### config.mk
export PLATFORM = sky130hd
export DESIGN_NAME = seg7_bcd_captura
export DESIGN_NICKNAME = d
export VERILOG_FILES = /design/src/rtl/seg7_bcd_captura_pkg.sv /design/src/rtl/seg7_bcd_captura_dec.sv /design/src/rtl/seg7_bcd_captura.sv
export SDC_FILE = /design/constraint.sdc
export NUM_CORES = 1
export LEC_CHECK = 0
export CAP_MARGIN = 20
export CORE_MARGIN = 2
export CORE_UTILIZATION = 42
export DETAILED_ROUTE_END_ITERATION = 12
export PLACE_DENSITY_LB_ADDON = 0.2
export SLEW_MARGIN = 20
export SYNTH_ARGS = -nofsm -noshare
export SYNTH_HDL_FRONTEND = slang
export SYNTH_SLANG_ARGS = --single-unit
### constraint.sdc
create_clock -name clk -period 2.4 [get_ports clk]
set_input_delay 0.36 -clock clk [delete_from_list [all_inputs] [get_ports clk]]
set_output_delay 0.36 -clock clk [all_outputs]
set_load 0.01 [all_outputs]
### src/rtl/seg7_bcd_captura_pkg.sv
// Segment patterns (gfedcba, active-high) for the digits 0-9.
// The BCD->7-segment encoder uses the same constants, so the two tables cannot drift apart.
package seg7_bcd_captura_pkg;

    localparam logic [6:0] PAT_0 = 7'h3F;
    localparam logic [6:0] PAT_1 = 7'h06;
    localparam logic [6:0] PAT_2 = 7'h5B;
    localparam logic [6:0] PAT_3 = 7'h4F;
    localparam logic [6:0] PAT_4 = 7'h66;
    localparam logic [6:0] PAT_5 = 7'h6D;
    localparam logic [6:0] PAT_6 = 7'h7D;
    localparam logic [6:0] PAT_7 = 7'h07;
    localparam logic [6:0] PAT_8 = 7'h7F;
    localparam logic [6:0] PAT_9 = 7'h6F;

    localparam logic [3:0] BCD_INVALIDO = 4'hF;

    typedef struct packed {
        logic       invalido;
        logic [3:0] bcd;
    } dec_t;

endpackage

### src/rtl/seg7_bcd_captura_dec.sv
// Combinational decoder: 7-segment pattern back to BCD.
// Any pattern that is not a digit, including a blank display, decodes as invalid.
module seg7_bcd_captura_dec
    import seg7_bcd_captura_pkg::*;
(
    input  logic [6:0] i_seg,
    output dec_t       o_dec
);

    always_comb begin
        o_dec.invalido = 1'b0;
        o_dec.bcd      = BCD_INVALIDO;
        case (i_seg)
            PAT_0:   o_dec.bcd = 4'd0;
            PAT_1:   o_dec.bcd = 4'd1;
            PAT_2:   o_dec.bcd = 4'd2;
            PAT_3:   o_dec.bcd = 4'd3;
            PAT_4:   o_dec.bcd = 4'd4;
            PAT_5:   o_dec.bcd = 4'd5;
            PAT_6:   o_dec.bcd = 4'd6;
            PAT_7:   o_dec.bcd = 4'd7;
            PAT_8:   o_dec.bcd = 4'd8;
            PAT_9:   o_dec.bcd = 4'd9;
            default: o_dec.invalido = 1'b1;
        endcase
    end

endmodule

### src/rtl/seg7_bcd_captura.sv
// Captures a multiplexed 7-segment display bus back into BCD digits.
// A digit is captured once its pattern and anode have held for STABLE samples.
module seg7_bcd_captura
    import seg7_bcd_captura_pkg::*;
#(
    parameter int DIGITS       = 4,
    parameter int STABLE       = 4,
    parameter bit ANODO_ACTIVO = 1'b1
) (
    input  logic                  clk,
    input  logic                  rst,
    input  logic [6:0]            segmentos,
    input  logic [DIGITS-1:0]     anodos,
    output logic [4*DIGITS-1:0]   bcd,
    output logic                  valido,
    output logic [DIGITS-1:0]     err_patron,
    output logic                  err_anodo
);

    localparam int                CNT_W   = $clog2(STABLE + 1);
    localparam logic [CNT_W-1:0]  CNT_MAX = CNT_W'(STABLE);
    localparam logic [DIGITS-1:0] ALL_SEEN = '1;

    logic [6:0]           r_seg;
    logic [DIGITS-1:0]    r_ano;
    logic [6:0]           r_seg_d;
    logic [DIGITS-1:0]    r_ano_d;
    logic [CNT_W-1:0]     r_cnt;
    logic [DIGITS-1:0]    r_seen;
    logic [4*DIGITS-1:0]  r_bcd;
    logic [DIGITS-1:0]    r_err;
    logic                 r_valido;
    logic                 r_err_anodo;

    logic [DIGITS-1:0]    w_ano_norm;
    logic                 w_multi;
    logic                 w_onehot;
    logic                 w_same;
    logic                 w_cap;
    logic [CNT_W-1:0]     w_cnt_nxt;
    logic [DIGITS-1:0]    w_cap_mask;
    logic [DIGITS-1:0]    w_seen_nxt;
    dec_t                 w_dec;

    assign w_ano_norm = ANODO_ACTIVO ? anodos : ~anodos;

    // Input sample stage; r_*_d keep the previous sample for the dwell comparison
    always_ff @(posedge clk) begin
        if (rst) begin
            r_seg   <= '0;
            r_ano   <= '0;
            r_seg_d <= '0;
            r_ano_d <= '0;
        end else begin
            r_seg   <= segmentos;
            r_ano   <= w_ano_norm;
            r_seg_d <= r_seg;
            r_ano_d <= r_ano;
        end
    end

    seg7_bcd_captura_dec u_dec (
        .i_seg (r_seg),
        .o_dec (w_dec)
    );

    assign w_multi  = |(r_ano & (r_ano - DIGITS'(1)));
    assign w_onehot = (r_ano != '0) && !w_multi;
    assign w_same   = (r_seg == r_seg_d) && (r_ano == r_ano_d);

    always_comb begin
        w_cnt_nxt = '0;
        w_cap     = 1'b0;
        if (w_onehot) begin
            if (w_same) begin
                w_cnt_nxt = (r_cnt == CNT_MAX) ? r_cnt : r_cnt + CNT_W'(1);
                w_cap     = (r_cnt == CNT_MAX - CNT_W'(1));
            end else begin
                w_cnt_nxt = CNT_W'(1);
                w_cap     = (STABLE == 1);
            end
        end
    end

    assign w_cap_mask = w_cap ? r_ano : '0;
    assign w_seen_nxt = r_seen | w_cap_mask;

    // Run counter, seen mask and the two single-cycle flags
    always_ff @(posedge clk) begin
        if (rst) begin
            r_cnt       <= '0;
            r_seen      <= '0;
            r_valido    <= 1'b0;
            r_err_anodo <= 1'b0;
        end else begin
            r_cnt       <= w_cnt_nxt;
            r_err_anodo <= w_multi;
            if (w_seen_nxt == ALL_SEEN) begin
                r_seen   <= '0;
                r_valido <= 1'b1;
            end else begin
                r_seen   <= w_seen_nxt;
                r_valido <= 1'b0;
            end
        end
    end

    // Per-digit slots hold their last capture until recaptured or reset
    always_ff @(posedge clk) begin
        if (rst) begin
            r_bcd <= '0;
            r_err <= '0;
        end else begin
            for (int k = 0; k < DIGITS; k++) begin
                if (w_cap_mask[k]) begin
                    r_bcd[4*k +: 4] <= w_dec.bcd;
                    r_err[k]        <= w_dec.invalido;
                end
            end
        end
    end

    assign bcd        = r_bcd;
    assign valido     = r_valido;
    assign err_patron = r_err;
    assign err_anodo  = r_err_anodo;

endmodule

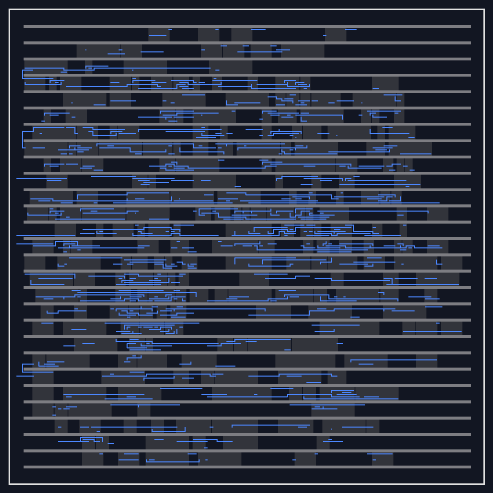
(images/met1.png)
Drawn at 6 px/µm. Supply wires on this layer in grey.
wire length on this layer	2070 µm
longest straight run	31.7 µm
nets with wire on the layer	246
share of all routed wire	47%
Vias: 1650
M1 GR Usage: 19.91%
routed wire length: 4406 µm

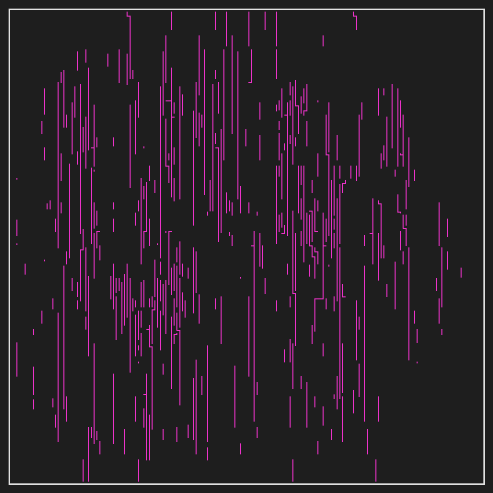
(images/met2.png)
Drawn at 6 px/µm.
main direction	vertical
share of all routed wire	45%
nets with wire on the layer	226
longest straight run	31.6 µm
met2 global-route usage: 23.76%

==> flow_summary.json <==
{
  "dp.cells": 324,
  "critPathKind": "flop to flop",
  "synth.cellmix.xorXnorShare_pct": 9.506,
  "synth.mux.area_fraction_pct": 5.098,
  "slowest_delay_ns": 0.53,
  "ant_nets": 0,
  "numCtsBuffers": 5,
  "place.gp.congestion": 0.7764,
  "post_cts_buffers": 0,
  "cts_tree": "yes",
  "layout_top_cell": "dfxtp_1",
  "synthAdderAreaFrac_pct": 2.018,
  "power.switching_uw": 395.7,
  "hold_class": "flop to flop",
  "start_kind": "flop",
  "portBuffers": 34,
  "netlist_instances": 223,
  "final_cell_mix": "dfxtp_1 (51), clkdlybuf4s50_1 (34), nor2_1 (26), nor2b_1 (24), mux2i_1 (12)",
  "die_width_um": 78.90,
  "ys_types": 45,
  "overflow": 0,
  "synth_stat.cells": 223,
  "rsz0062_at_grt": "no",
  "insertedDiodeCount": 0,
  "grt_pass1_vias": 1566,
  "maxCapViolations": 0,
  "status": "completed",
  "clk_path_buf_depth": 2,
  "fin_crit_sh_pct": 92.40,
  "drv_slew": 0,
  "grt_pass1_wl_um": 7472,
  "endpoint_kind": "flop",
  "edf_count": 0,
  "fp.dieH_um": 78.90,
  "min_period_ns": 2.218,
  "antenna_found_initial": 0,
  "yosysWarnings": 0,
  "tightest_slew_ns": 0.5586,
  "grt_max_degree": 36,
  "openroad.warnings": 27,
  "hold_viol_final": 0,
  "fp_util_pct": 43.05,
  "num_io_pins": 35,
  "core_um2": 5473,
  "slowest_stage": "or4b_1",
  "synth_flops": 51,
  "root_buffer": "clkbuf_8"
}
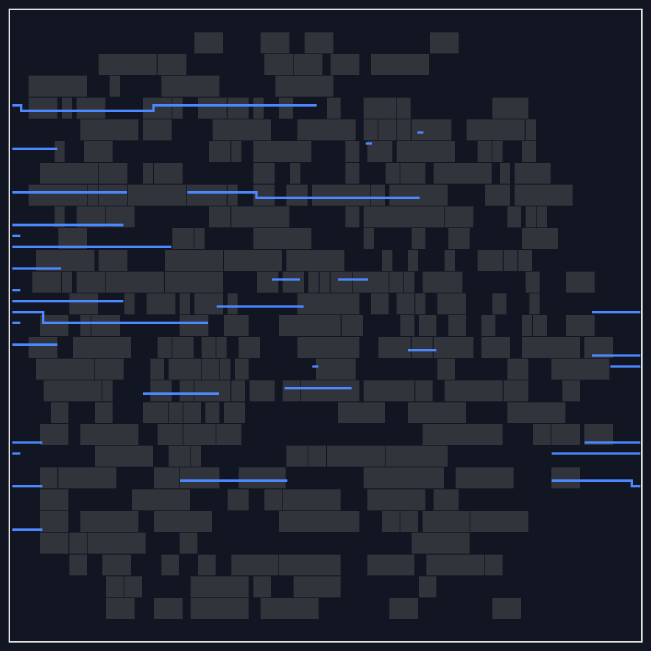
(images/met3.png)
Drawn at 8 px/µm.
share of all routed wire	6.4%
wire length on this layer	280 µm
M3 GR Usage: 6.023%

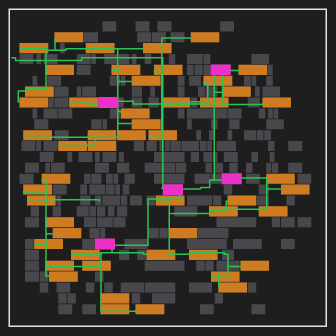
(images/clock_map.png)
Drawn at 4 px/µm.
[magenta] cells driving clock nets | count: 5
[orange] flip-flops | count: 51
[green] clock wires | length: 603 µm
flops lie	spread over the die
routed clock nets	6
clock skew: 0.01320 ns
Clk power: 500 µW
clk latency late pin: 0.31 ns
Clock Power Share: 32.2%

[flip-flops by register name, indices dropped and copies added, names as in the netlist]
name / count
bcd: 16
r_seg: 7
r_seg_d: 7
err_patron: 4
r_ano: 4
r_ano_d: 4
r_seen: 4
r_cnt: 3
err_anodo: 1
valido: 1
[worst paths after layout]
kind	startpoint	end	slack, ns	cells past startpoint
max	r_cnt[1]$_SDFFE_PP0P_	bcd[12]$_SDFFE_PP0P_	0.18	8
min	r_cnt[2]$_SDFFE_PP0P_	r_cnt[1]$_SDFFE_PP0P_	0.49	2
max reg2reg	r_cnt[1]$_SDFFE_PP0P_	bcd[12]$_SDFFE_PP0P_	0.18	8
min reg2reg	r_cnt[2]$_SDFFE_PP0P_	r_cnt[1]$_SDFFE_PP0P_	0.49	2
[tightest hold or removal path: cells and delay by family (launching register included)]
kind               cells  cell delay [ns]
AOI/OAI and AO/OA      1             0.05
and+or+nand+nor        1             0.07
DFF                    1             0.33
[routing by layer]
layer | vias to the layer above | routed length [µm]
met5 | - | 0
li1 | 847 | -
met3 | 9 | 279
met4 | 0 | 88
met1 | 757 | 2067
met2 | 37 | 1970
[power groups by stage]
| stage | combinational [µW] | sequential, µW | clock, µW |
|---|---|---|---|
| 2_1_floorplan | 139 | 896 | 0 |
| 3_3_place_gp | 155 | 916 | 0 |
| 3_5_place_dp | 156 | 917 | 0 |
| 4_1_cts | 157 | 898 | 527 |
| 5_1_grt | 169 | 902 | 559 |
| 6_report | 155 | 898 | 500 |
[cells in the mapped netlist (2+ instances only)]
| cell | n | share of area [%] |
|---|---|---|
| a211oi_1 | 7 | 2.2 |
| a21oi_1 | 10 | 2.1 |
| buf_2 | 4 | 0.85 |
| buf_6 | 4 | 1.9 |
| clkbuf_1 | 4 | 0.64 |
| dfxtp_1 | 51 | 43 |
| ha_1 | 3 | 1.6 |
| inv_1 | 4 | 0.64 |
| mux2i_1 | 12 | 5.1 |
| nand2_1 | 6 | 0.96 |
| nand3_1 | 5 | 1.1 |
| nand3b_1 | 3 | 0.96 |
| nand4_4 | 2 | 1.8 |
| nand4b_1 | 2 | 0.74 |
| nand4bb_1 | 2 | 0.96 |
| nor2_1 | 26 | 4.1 |
| nor2b_1 | 24 | 6.4 |
| nor3_1 | 6 | 1.3 |
| nor4_1 | 3 | 0.80 |
| nor4_4 | 3 | 2.7 |
| o21ai_0 | 8 | 1.7 |
| xnor2_1 | 4 | 1.5 |
| xnor2_2 | 6 | 4.1 |
| xnor2_4 | 3 | 3.5 |
[stage by stage]
step | hold slack (ns) | instance area, µm² | power, µW | setup slack (ns) | util (%)
finish | 0.4943 | 2873 | 1553 | 0.1823 | 52.49
global route | 0.5291 | 2873 | 1630 | 0.001794 | 52.49
CTS | 0.4960 | 2867 | 1583 | 0.1421 | 52.38
detailed placement | 0.4833 | 2775 | 1074 | 0.1539 | 50.71
global placement | 0.4781 | 2775 | 1072 | 0.2042 | 50.71
floorplan | 0.4316 | 2356 | 1035 | 0.4074 | -
[final cells by class]
cell class                 count  area, µm²
tap                           72      90.09
clock buffer                   5      68.82
inverter                       4      15.01
clock inverter                 3      22.52
sequential                    51       1021
fill                         541       2600
multi-input combinational    154       1235
timing repair buffer          43      420.4
Power and IR drop assume default switching activity.
